`config.mk`:
```
export PLATFORM = sky130hd
export DESIGN_NAME = wbf_rd_arbiter
export DESIGN_NICKNAME = d
export VERILOG_FILES = /design/src/rtl/wbf_arb_pkg.sv /design/src/rtl/arb_id_fifo.sv /design/src/rtl/wbf_rd_arbiter.sv
export SDC_FILE = /design/constraint.sdc
export NUM_CORES = 1
export LEC_CHECK = 0
export CAP_MARGIN = 0
export CORE_ASPECT_RATIO = 1.1
export CORE_MARGIN = 2
export CORE_UTILIZATION = 35
export DETAILED_ROUTE_END_ITERATION = 16
export PLACE_DENSITY = 0.78
export SLEW_MARGIN = 20
export SYNTH_ARGS = -nofsm -noshare
export SYNTH_HDL_FRONTEND = slang
export SYNTH_SLANG_ARGS = --single-unit
```
`constraint.sdc`:
```
create_clock -name clk -period 2.87 [get_ports clk]
set_input_delay 0.287 -clock clk [delete_from_list [all_inputs] [get_ports clk]]
set_output_delay 0.287 -clock clk [all_outputs]
set_load 0.005 [all_outputs]
```
`src/rtl/wbf_arb_pkg.sv`:
```
// Shared types and constants for the weight-buffer read arbiter.
// States and mode encodings are used by the arbiter top.
package wbf_arb_pkg;

    typedef enum logic [1:0] {
        IDLE  = 2'b00,
        WORK  = 2'b01,
        DRAIN = 2'b10
    } arb_state_t;

    localparam logic MODE_RR  = 1'b0;
    localparam logic MODE_FIX = 1'b1;

endpackage

```
`src/rtl/arb_id_fifo.sv`:
```
// In-order FIFO of requester IDs for reads in flight to the weight buffer.
// Push is ignored when full, pop when empty; clr empties it synchronously.
module arb_id_fifo #(
    parameter int WIDTH = 2,
    parameter int DEPTH = 4
) (
    input  logic                         clk,
    input  logic                         rst_n,
    input  logic                         clr,
    input  logic                         push,
    input  logic [WIDTH-1:0]             push_data,
    input  logic                         pop,
    output logic [WIDTH-1:0]             pop_data,
    output logic                         full,
    output logic                         empty,
    output logic [$clog2(DEPTH+1)-1:0]   count
);

    localparam int PTR_W = (DEPTH > 1) ? $clog2(DEPTH) : 1;
    localparam int CNT_W = $clog2(DEPTH+1);

    logic [WIDTH-1:0] mem [DEPTH];
    logic [PTR_W-1:0] wr_ptr;
    logic [PTR_W-1:0] rd_ptr;
    logic             do_push;
    logic             do_pop;

    assign full     = (count == CNT_W'(DEPTH));
    assign empty    = (count == '0);
    assign do_push  = push & ~full;
    assign do_pop   = pop & ~empty;
    assign pop_data = mem[rd_ptr];

    always_ff @(posedge clk or negedge rst_n) begin
        if (!rst_n) begin
            wr_ptr <= '0;
            rd_ptr <= '0;
            count  <= '0;
        end else if (clr) begin
            wr_ptr <= '0;
            rd_ptr <= '0;
            count  <= '0;
        end else begin
            if (do_push)
                wr_ptr <= (wr_ptr == PTR_W'(DEPTH-1)) ? '0 : wr_ptr + 1'b1;
            if (do_pop)
                rd_ptr <= (rd_ptr == PTR_W'(DEPTH-1)) ? '0 : rd_ptr + 1'b1;
            case ({do_push, do_pop})
                2'b10:   count <= count + 1'b1;
                2'b01:   count <= count - 1'b1;
                default: count <= count;
            endcase
        end
    end

    // Storage needs no reset: entries are only read behind a valid count.
    always_ff @(posedge clk) begin
        if (do_push && !clr)
            mem[wr_ptr] <= push_data;
    end

endmodule

```
`src/rtl/wbf_rd_arbiter.sv`:
```
// Shares the weight-buffer read port between NUM_REQ weight caches and
// steers returned data back to each issuer in order.
module wbf_rd_arbiter
    import wbf_arb_pkg::*;
#(
    parameter int NUM_REQ    = 4,
    parameter int ADDR_WIDTH = 8,
    parameter int DATA_WIDTH = 8,
    parameter int MAX_OUTSTD = 4
) (
    input  logic                                 clk,
    input  logic                                 rst_n,
    input  logic                                 TOPARB_CfgVld,
    input  logic                                 TOPARB_CfgMode,
    output logic                                 ARBTOP_CfgRdy,
    output logic                                 ARBTOP_Err,
    input  logic [NUM_REQ-1:0]                   WCAARB_AdrVld,
    input  logic [NUM_REQ-1:0][ADDR_WIDTH-1:0]   WCAARB_Adr,
    output logic [NUM_REQ-1:0]                   ARBWCA_AdrRdy,
    output logic [NUM_REQ-1:0]                   ARBWCA_DatVld,
    output logic [DATA_WIDTH-1:0]                ARBWCA_Dat,
    input  logic [NUM_REQ-1:0]                   WCAARB_DatRdy,
    output logic                                 ARBWBF_AdrVld,
    output logic [ADDR_WIDTH-1:0]                ARBWBF_Adr,
    input  logic                                 WBFARB_AdrRdy,
    input  logic                                 WBFARB_DatVld,
    input  logic [DATA_WIDTH-1:0]                WBFARB_Dat,
    output logic                                 ARBWBF_DatRdy
);

    localparam int ID_W  = (NUM_REQ > 1) ? $clog2(NUM_REQ) : 1;
    localparam int CNT_W = $clog2(MAX_OUTSTD+1);

    arb_state_t        state;
    arb_state_t        state_nxt;
    logic              mode;
    logic [ID_W-1:0]   rr_ptr;
    logic              err;
    logic [ID_W-1:0]   grant;
    logic [ID_W-1:0]   cand;
    logic [ID_W-1:0]   head;
    logic              full;
    logic              empty;
    logic [CNT_W-1:0]  count;
    logic              adr_hs;
    logic              pop;
    logic              clr_fifo;

    // Entering IDLE is the only way out of DRAIN, so it doubles as the clear.
    assign clr_fifo = (state == DRAIN) && (count == '0);

    always_ff @(posedge clk or negedge rst_n) begin
        if (!rst_n)
            state <= IDLE;
        else
            state <= state_nxt;
    end

    always_comb begin
        state_nxt = state;
        case (state)
            IDLE:    if (TOPARB_CfgVld) state_nxt = WORK;
            WORK:    if (TOPARB_CfgVld) state_nxt = DRAIN;
            DRAIN:   if (count == '0)   state_nxt = IDLE;
            default: state_nxt = IDLE;
        endcase
    end

    // Scan from the highest offset down so the lowest offset from the start point wins.
    always_comb begin
        grant = '0;
        cand  = '0;
        for (int i = NUM_REQ-1; i >= 0; i--) begin
            if (mode == MODE_FIX)
                cand = ID_W'(i);
            else
                cand = ID_W'((int'(rr_ptr) + i) % NUM_REQ);
            if (WCAARB_AdrVld[cand])
                grant = cand;
        end
    end

    assign ARBWBF_AdrVld = (state == WORK) && !full && (|WCAARB_AdrVld);
    assign ARBWBF_Adr    = ARBWBF_AdrVld ? WCAARB_Adr[grant] : '0;
    assign adr_hs        = ARBWBF_AdrVld & WBFARB_AdrRdy;
    assign ARBWBF_DatRdy = !empty && WCAARB_DatRdy[head];
    assign pop           = WBFARB_DatVld & ARBWBF_DatRdy;
    assign ARBWCA_Dat    = (WBFARB_DatVld && !empty) ? WBFARB_Dat : '0;
    assign ARBTOP_CfgRdy = (state == IDLE);
    assign ARBTOP_Err    = err;

    always_comb begin
        ARBWCA_AdrRdy = '0;
        ARBWCA_DatVld = '0;
        if (adr_hs)
            ARBWCA_AdrRdy[grant] = 1'b1;
        if (WBFARB_DatVld && !empty)
            ARBWCA_DatVld[head] = 1'b1;
    end

    // Priority only rotates on an accepted address, never on a stalled buffer.
    always_ff @(posedge clk or negedge rst_n) begin
        if (!rst_n) begin
            mode   <= MODE_RR;
            rr_ptr <= '0;
            err    <= 1'b0;
        end else begin
            if (state == IDLE && TOPARB_CfgVld)
                mode <= TOPARB_CfgMode;
            if (clr_fifo)
                rr_ptr <= '0;
            else if (adr_hs && mode == MODE_RR)
                rr_ptr <= (grant == ID_W'(NUM_REQ-1)) ? '0 : grant + 1'b1;
            if (clr_fifo)
                err <= 1'b0;
            else if (WBFARB_DatVld && empty)
                err <= 1'b1;
        end
    end

    arb_id_fifo #(
        .WIDTH (ID_W),
        .DEPTH (MAX_OUTSTD)
    ) u_id_fifo (
        .clk       (clk),
        .rst_n     (rst_n),
        .clr       (clr_fifo),
        .push      (adr_hs),
        .push_data (grant),
        .pop       (pop),
        .pop_data  (head),
        .full      (full),
        .empty     (empty),
        .count     (count)
    );

endmodule

```
### Power grid

Scale bar: 20 µm. Pins as bars on the die edge.
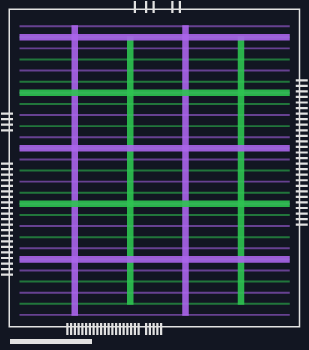
Purple is VSS. Green is VDD.
27 met1 rails follow the rows. 82 signal pins sit on the boundary. 5 straps on met5. The core has 26 rows.

### Cells colored by class

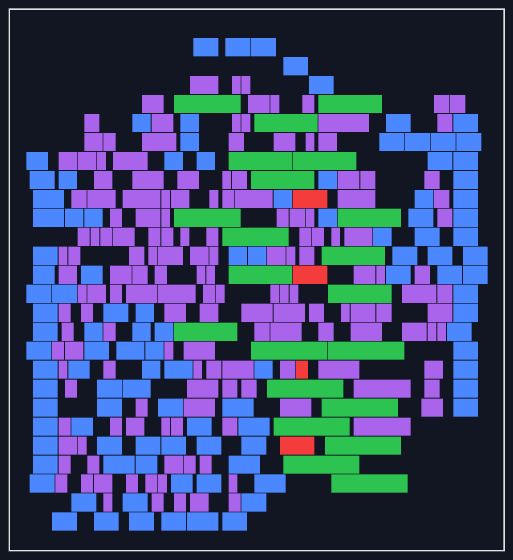
Red is clock drivers and dummy loads, cells 4, share of their area 1.7%. Green is sequential cells, cells 21, share of their area 21%. Purple is combinational and other logic, cells 162, share of their area 41%. Blue is remaining buffers and delay cells, cells 106, share of their area 37%.

### Clock network drawn from the DEF

Scale bar: 20 µm.
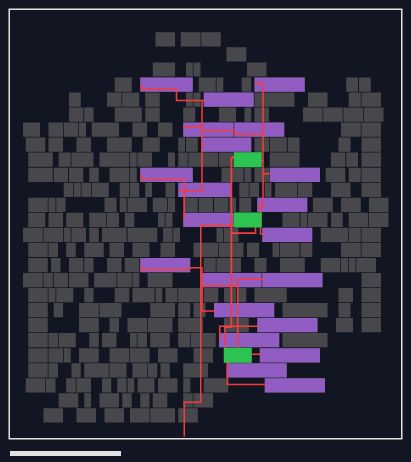
Red is clock wires, length 266 µm. Purple is flip-flops, count 21. Green is clock drivers, count 3.
There are 4 routed clock nets.

### Wiring by layer

Scale bar: 20 µm.
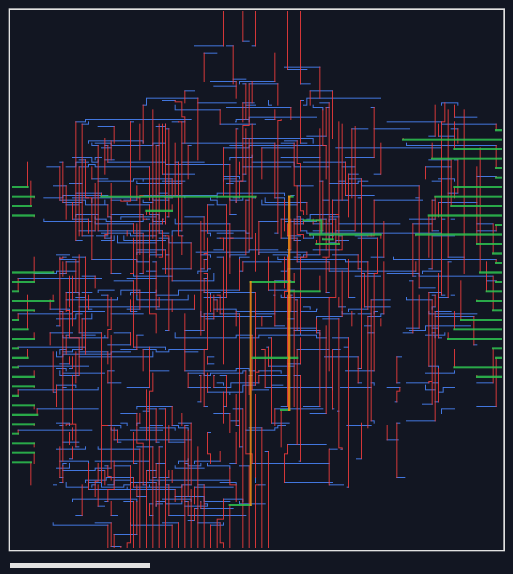
Orange is metal 4, wire length 62.6 µm. Blue is metal 1, wire length 1890 µm. Red is metal 2, wire length 2410 µm. Green is metal 3, wire length 256 µm.

==> job_summary.md <==
## Implementation flow summary

| Metric | Value |
|---|---|
| Status | complete, no violations |
| Via count | 1821 |
| Core area | ~4700 µm² |
| Startpoint types | flop |
| WS Path Type | flop to flop |
| GRT Util Overall | 0.170 |
| Crit path launch | u_id_fifo.rd_ptr[0] |
| Vias in the first global route | 1843 |
| Mapped Cells | a little under 200 |
| Post-synth regs | 21 |
| Ratio of cells with drive above 1 in the final layout | 0.177 |
| Most frequent cells in the layout | 66 x clkdlybuf4s50_1, 22 x buf_4, 20 x nand3_1, 18 x nor2_1, 11 x nand2_1 |
| DR iter-0 viols | 47 |
| NonClk Buf Share | 0.359 |
| Storage cell area | 569 µm² |
| Fp_density | 0.366 |
| Logic area | 1100 µm² |
| H-Tree Depth | 1 |
| Io pins | 82 |
| Slew @ Worst Pin | 596 ps |
| Pre-CTS setup slack | -73.6 ps |
| Seq share, synth | 0.330 |
| Critical-path cell list | mux4_2 > mux2i_1 > mux2i_2 > buf_4 > nand2_4 > nor2_1 > fa_1 > nand3_1 > a21oi_1 > a31oi_1 > xnor2_1 |
| FFs & Latches | 21 |
| Mean Syn Cell Area | 8.88 µm² |
| Post-synthesis xor/xnor area fraction | 0.0299 |
| Critical Path Sink | u_id_fifo.count[2] |
| Reg-to-reg startpoint | u_id_fifo.rd_ptr[0] |
| R2r setup slk | between 150 and 200 ps |
| Slew Viols, Final | 0 |
| Final hold slack | between 300 and 400 ps |
| Sink Count | 21 |
| WL/cell | approximately 13 µm |
| Fmax | 0.372 GHz |
| Power per cell area | 859 nW/µm² |
| RSZ-0062 raised after global routing | no |
| Placed Cells incl. Taps | approximately 340 |
| Endpoints failing setup | 0 |
| Nets | 358 |
| Clk cell area share | 0.0163 |
| Biggest area cells | dfrtp_1 19%, edfxtp_1 14%, ha_1 6.6%, nand3_1 5.8%, nor2_1 3.9% |
| Leakage dissipation | ~1.3 nW |
| Post-synth EDFFs | 8 |
| # clk buffers | 3 |
| Most frequent cells after synthesis | 20 x nand3_1, 18 x nor2_1, 13 x dfrtp_1 |
| Non-CTS buffers | 106 |
| Setup TNS | 0 ps |
| Fill cells | 438 |
| Area leader share | 0.190 |
| Main flop type | dfrtp_1 |
| Cell Count, Final, Fillers Out | approximately 350 |
| MUX area fraction | 0.0796 |
| Initial antenna violation count | 0 |
| DR pass1 iterations | 4 |
| Yosys cell count | 193 |
| Switch Pwr | approximately 980 µW |
| Tool warning count | 32 |
| TritonCTS clock tree | done |
| Critical path depth in cells | 11 |
| Biggest Area Class | logic gates |
| First-pass GRT wire length | 7780 µm |
| Floorplan net count | 257 |
| Data arrival time of the worst path | 2880 ps |
| Adder Area Share | 0.0774 |
| # Taps | 56 |
| Sw Share | 0.401 |
| Crit Reg-Reg Endpoint | u_id_fifo.count[2] |
| # DRC | 0 |
| Combinational Power Share | 0.689 |
| # hold bufs at CTS | 0 |
| Post-CTS setup buffers | 0 |
| Slowest library cell on the worst path | mux4_2 |
| Layout Utilization | 0.607 |
| Antenna viol nets, final | 0 |
| Clock Latency Late Sink | 260 ps |
| Flop share of the area | 0.200 |
| Simple-gate area share of the yosys netlist | 0.271 |
| Area leader, netlist | dfrtp_1 |
| Area after DPL | 2660 µm² |
| Top cell excl fill/tap | clkdlybuf4s50_1 |
| Top pwr grp | combinational logic |
| Gr ovfl total | 0 |
| Total Power | roughly 2.4 mW |
| Relative slew slack | 0.602 |
| Syn-to-layout area delta | 65.9% |
| Max stage delay on crit path | 610 ps |
| Max cap viols | 0 |
| Internal power | between 1 and 1.5 mW |
| Rows | 26 |
| Die W | 70.7 µm |
| Clk pwr | just under 200 µW |
| R2R depth | 11 |
| P_comb | 1.68 mW |
| MI comb cells | 153 |
| Logic share of the area | 0.388 |
| Vias per cell | 5.22 |
| Inserted Clock Buffers | 3 |
| Seq power | 567 µW |
| Required time worst endpoint | approximately 3100 ps |
| Clock share of power | 0.079 |
| Gpl congestion | 0.881 |
| Port Buffers | 81 |
| Fin area | 2840 µm² |
| Clk_skew | about 6.4 ps |
| Cell Area, Synth | 1710 µm² |
| Setup WS post-layout | ~180 ps |
| Post-cts gate resize count | 13 |
| Chip area | 5470 µm² |
| # diodes | 0 |
| Routed wire length | 4620 µm |
| Crit share post-route | 0.936 |
| Yosys Chip Area | between 1500 and 2000 µm² |
| Yosys top cell by instances | nand3_1 |
| Syn. warnings | 0 |
| Worst hold path class | primary input to async pin |
| Largest net degree at the start of global routing | 17 |
| Worst Path Max Fanout | 6 |
| Max Root-Sink Buffers | 2 |
| Complex Gates by Area | 0.163 |
| Die H | a little under 80 µm |
| Top Family by Delay on Critical Path | multiplexers |
| Minimum clock period | 2690 ps |
| HPWL after DPL | between 3000 and 4000 µm |
| Post-synthesis async set-or-reset flop share | 0.619 |
| Max VDD drop | 554 µV |
| CTS clk-pin slew, worst paths | roughly 80 ps |
| CP Capture Type | flop |
| Buf+Inv Stages, Crit Path | 1 |
| Inverter count | 9 |
| Synth logic family | simple AND/OR/NAND/NOR gates |
| Final hold violations | 0 |
| Distinct lib cells | between 40 and 50 |
| Root Driver | clkbuf_8 |
| Sequential Power Share | 0.232 |
flip-flops by register name (all words and copies together), names as in the netlist:
name and cells:
ARBTOP_Err 1, rr_ptr 2, u_id_fifo.mem 8, u_id_fifo.count 3, state 2, mode 1, u_id_fifo.wr_ptr 2, u_id_fifo.rd_ptr 2
per-layer routing:
| layer | GRT usage | routed length, µm |
|---|---|---|
| met1 | 0.201 | 1890 |
| met2 | 0.316 | 2410 |
| met5 | 0 | 0 |
| met4 | 0.0623 | 62 |
| met3 | 0.0156 | 256 |
logic make-up (layout without fill, tap and decap cells):
group / Yosys count / count (layout)
and+or+nand+nor: 87 / 87
AOI/OAI and AO/OA: 41 / 41
DFF: 21 / 21
buffers and inverters: 19 / 119
adders and majority gates: 10 / 10
muxes: 10 / 10
xor gates and xnor gates: 5 / 5
Power is estimated from default activity; no workload was simulated.
